### Clock nets

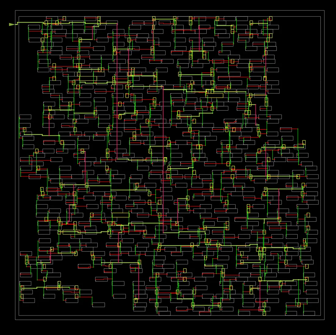
### Placement by cell class

(1.5 px per um)
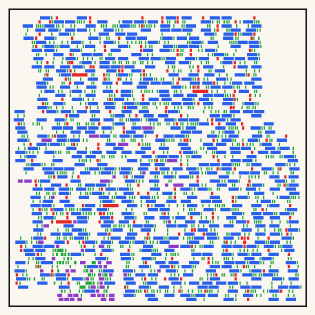
### Met3 routing

(2 px per um)
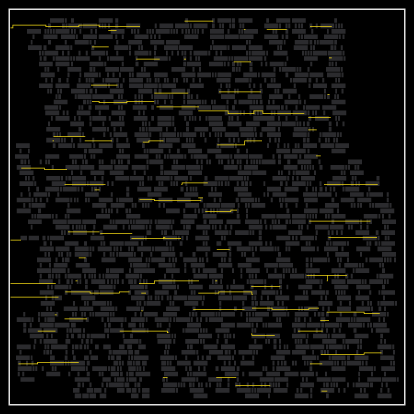
--- src/rtl/edsac_pkg.sv ---
// Shared constants for the EDSAC-style mercury tank store.
package edsac_pkg;

    // Default tank geometry: 16 words of 36 bits each.
    localparam int DEF_TANK_WORDS = 16;
    localparam int DEF_WORD_BITS  = 36;

    // Widths of the position counters reported by every tank.
    localparam int BIT_POS_W  = 6;
    localparam int WORD_POS_W = 4;

endpackage

--- src/rtl/delay_line.sv ---
// Serial delay line of LEN one-bit stages. Stage 0 takes din at each edge and
// every stored bit moves one stage toward the tail.
module delay_line #(
    parameter int LEN = 576
) (
    input  logic clk,
    input  logic rst_n,
    input  logic din,
    output logic tail
);

    logic [LEN-1:0] stages;

    // Shift toward the tail every edge; a reset empties the whole line.
    always_ff @(posedge clk) begin
        if (!rst_n) begin
            stages <= '0;
        end else begin
            stages <= {stages[LEN-2:0], din};
        end
    end

    assign tail = stages[LEN-1];

endmodule

--- src/rtl/memory_tank.sv ---
// One storage tank: an L-bit recirculating delay line with write/recirculate
// input selection, a gated serial output and the (word, bit) position counters
// that say which stored bit is currently at the tail.
module memory_tank
    import edsac_pkg::*;
#(
    parameter int TANK_WORDS = edsac_pkg::DEF_TANK_WORDS,
    parameter int WORD_BITS  = edsac_pkg::DEF_WORD_BITS
) (
    input  logic                  clk,
    input  logic                  rst_n,
    input  logic                  in_gate,
    input  logic                  recirc,
    input  logic                  out_gate,
    input  logic                  mib,
    output logic                  mob,
    output logic [BIT_POS_W-1:0]  bit_pos,
    output logic [WORD_POS_W-1:0] word_pos,
    output logic                  word_start
);

    localparam int LINE_LEN = TANK_WORDS * WORD_BITS;

    localparam logic [BIT_POS_W-1:0]  LAST_BIT  = BIT_POS_W'(WORD_BITS - 1);
    localparam logic [WORD_POS_W-1:0] LAST_WORD = WORD_POS_W'(TANK_WORDS - 1);

    logic tail;
    logic line_in;

    // Writing wins over recirculation; with neither, the slot is refilled with 0.
    always_comb begin
        line_in = 1'b0;
        if (in_gate) begin
            line_in = mib;
        end else if (recirc) begin
            line_in = tail;
        end
    end

    delay_line #(
        .LEN (LINE_LEN)
    ) u_line (
        .clk   (clk),
        .rst_n (rst_n),
        .din   (line_in),
        .tail  (tail)
    );

    // Position counters advance every edge, independent of the gates. Their
    // period equals the line length, so a bit written at (w, b) returns to
    // the tail exactly when the counters show (w, b) again.
    always_ff @(posedge clk) begin
        if (!rst_n) begin
            bit_pos  <= '0;
            word_pos <= '0;
        end else if (bit_pos == LAST_BIT) begin
            bit_pos <= '0;
            if (word_pos == LAST_WORD) begin
                word_pos <= '0;
            end else begin
                word_pos <= word_pos + WORD_POS_W'(1);
            end
        end else begin
            bit_pos <= bit_pos + BIT_POS_W'(1);
        end
    end

    assign mob        = tail & out_gate;
    assign word_start = (bit_pos == '0);

endmodule

--- config.mk ---
export PLATFORM = sky130hd
export DESIGN_NAME = memory_tank
export DESIGN_NICKNAME = d
export VERILOG_FILES = /design/src/rtl/edsac_pkg.sv /design/src/rtl/delay_line.sv /design/src/rtl/memory_tank.sv
export SDC_FILE = /design/constraint.sdc
export NUM_CORES = 1
export LEC_CHECK = 0
export ABC_AREA = 1
export CORE_MARGIN = 2
export CORE_UTILIZATION = 45
export CTS_BUF_LIST = sky130_fd_sc_hd__clkbuf_2
export DETAILED_ROUTE_END_ITERATION = 7
export PLACE_DENSITY_LB_ADDON = 0.08
export SLEW_MARGIN = 15
export SYNTH_ARGS = -nofsm -noshare
export SYNTH_HDL_FRONTEND = slang
export SYNTH_SLANG_ARGS = --single-unit
--- constraint.sdc ---
create_clock -name clk -period 1.6 [get_ports clk]
set_input_delay 0.4 -clock clk [delete_from_list [all_inputs] [get_ports clk]]
set_output_delay 0.4 -clock clk [all_outputs]
set_load 0.02 [all_outputs]
==> ci_impl_report.md <==
### Metrics collected by this job

| Metric | Value |
|---|---|
| Actual slew at the worst max-slew pin | 0.482 ns |
| Setup-failing EPs final | 12 |
| DRC | 0 |
| Global-route wire length before repair | 37.0 mm |
| Clock buffer depth | 3 |
| Worst setup margin | -0.523 ns |
| Crit path max fanout | 2 |
| R2R Path End | word_pos[0] |
| Status | finished, violations left |
| Vias in the first global route | around 9100 |
| Fmax | 0.471 GHz |
| Largest net degree at the start of global routing | around 97 |
| Worst Hold Launch | u_line.stages[81] |
| #FFs+latches synth | 586 |
| Synthesized area per cell | about 9.0 um2 |
| Static Leak | 0.0122 uW |
| Synthesis area per yosys | 16800 um2 |
| FF-to-FF Start | bit_pos[0] |
| R2R depth | 9 |
| Reg clk slew, reported paths | 0.10 ns |
| CTS tree | built |
| Clock sinks | 586 |
| Hold Path Sink | u_line.stages[82] |
| Register share after synthesis | approximately 70% |
| RePlAce Congestion | 0.677 |
| Synth area leaders | dfxtp_1 70%, nand2_1 13%, inv_1 13% |
| Top non-seq family | buffers and inverters |
| Chip height | between 150 and 200 um |
| Cell taking the most area after synthesis | dfxtp_1 |
| Die Span X | between 150 and 200 um |
| Syn Nets | 1869 |
| Slew headroom | 67.9% |
| Mux area share | 0% |
| Failing checks | negative setup slack |
| Final count of hold timing violations | 0 |
| Floorplan core density | 45.8% |
| Grt total ovfl | 0 |
| Final slew viol count | 0 |
| OpenROAD warning count | 29 |
| Post-Route Skew | 0.0521 ns |
| CP Launch Type | flip-flop |
Back to the opening pictures, 'Clock nets':
Skew-Pair Late Insertion Delay: 0.94 ns
registers: 586
CTS buffer count: 144
clk pwr: 9230 uW

Back to the opening pictures, 'Placement by cell class':
clock drivers and dummy loads: marked red, cells 230. registers: marked blue, cells 586. remaining logic cells: marked green, cells 1210. remaining buffers and delay cells: marked purple, cells 54.
Finished Cell Area: 18800 um2
Core Region: 36600 um2
Seq/total area: 62.6%
FP Rows: 70
Util after Layout: 51.2%

Back to the opening pictures, 'Met3 routing':
The layer carries 1080 um of wire. The wires run mostly horizontal. The layer holds 5.4% of the routed length.

[cells by family after synthesis]
group,count (synthesis)
flops,586
simple gates,615
fa+ha+maj,3
xor+xnor,1
compound gates,6
buf+inv,649
[per-stage QoR]
stage | instances | hold WS (ns) | cell area [um2] | util (%) | power [uW]
2_1_floorplan | 1860 | 0.390 | 16800 | - | 15200
6_report | 2549 | 0.363 | 18800 | 51.2 | 24200
4_1_cts | 2545 | 0.230 | 18700 | 51.2 | 24800
5_1_grt | 2549 | 0.288 | 18800 | 51.2 | 25600
3_5_place_dp | 2307 | 0.395 | 17400 | 47.5 | 15300
3_3_place_gp | 2307 | 0.391 | 17400 | 47.5 | 15300
[worst max-delay path, cell delays in order (launching register included)]
cell     delay, ns
dfxtp_2       0.33
nor2_1        0.13
nand2_1       0.09
nor2_1        0.11
buf_4         0.15
[state kept, by name, summed over array words and instances (netlist names)]
register and count:
bit_pos 6, u_line.stages 576, word_pos 4
[how the worst max path moves through the flow]
| stage | slack [ns] | depth (start not counted) | endpoint |
|---|---|---|---|
| finish | -0.52 | 4 | word_start |
| global route | -0.75 | 5 | word_start |
| CTS | -0.71 | 5 | word_start |
| detailed placement | -0.33 | 4 | mob |
| global placement | -0.35 | 4 | mob |
| floorplan | 0.23 | 8 | word_pos[0] |
[cell usage after synthesis, drive strengths merged]
| master | n |
|---|---|
| a21oi | 5 |
| and3 | 1 |
| buf | 64 |
| dfxtp | 586 |
| ha | 3 |
| inv | 585 |
| nand2 | 592 |
| nand3 | 6 |
| nor2 | 13 |
| nor3b | 2 |
| o21ai | 1 |
| or2 | 1 |
| xor2 | 1 |
[metal layers]
metal  track usage, %  vias up  wire length (um)
met3             4.76       44              1080
met5                0        -                 0
li1                 -     5357                 -
met2             15.9      123              7890
met1             14.1     4103             10600
met4             6.88        0               464
[report_power, final]
group          switching, uW  internal [uW]
Sequential              3.95          14600
Clock                   5220           4000
Combinational            254            132
Total                   5480          18700
[timing repair]
item / in CTS / in global routing
buffers inserted: 5 / 4
hold buffers: 3 / 0
endpoints found under the hold margin: 569 / 0
resized: 86 / 2
endpoints found under the setup margin: 12 / 13
pin swaps: 3 / 0
[layout by cell type (no fill, tap or decap), types with 2 or more instances in the layout]
cell,instances
ha_1,3
clkdlybuf4s50_1,4
clkinv_2,2
nor3b_1,2
bufinv_16,4
inv_2,5
dfxtp_1,575
buf_6,14
nand2_1,591
nor2_1,12
a21oi_1,5
clkbuf_2,204
dfxtp_2,10
nand3_1,6
buf_4,24
clkinv_1,13
inv_1,585
clkinvlp_4,2
buf_12,8
dlygate4sd3_1,3
[final cells by class]
class | instances | share of cell area (%)
inverters | 585 | 11.7
well taps | 468 | 3.12
repair buffers | 54 | 3.11
multi-input cells | 625 | 12.8
clock buffers | 204 | 5.44
flip-flops and latches | 586 | 62.6
clock inverters | 26 | 1.13
diodes | 1 | 0.0133
Power figures rest on the tool's default switching activity, not on a simulated workload.
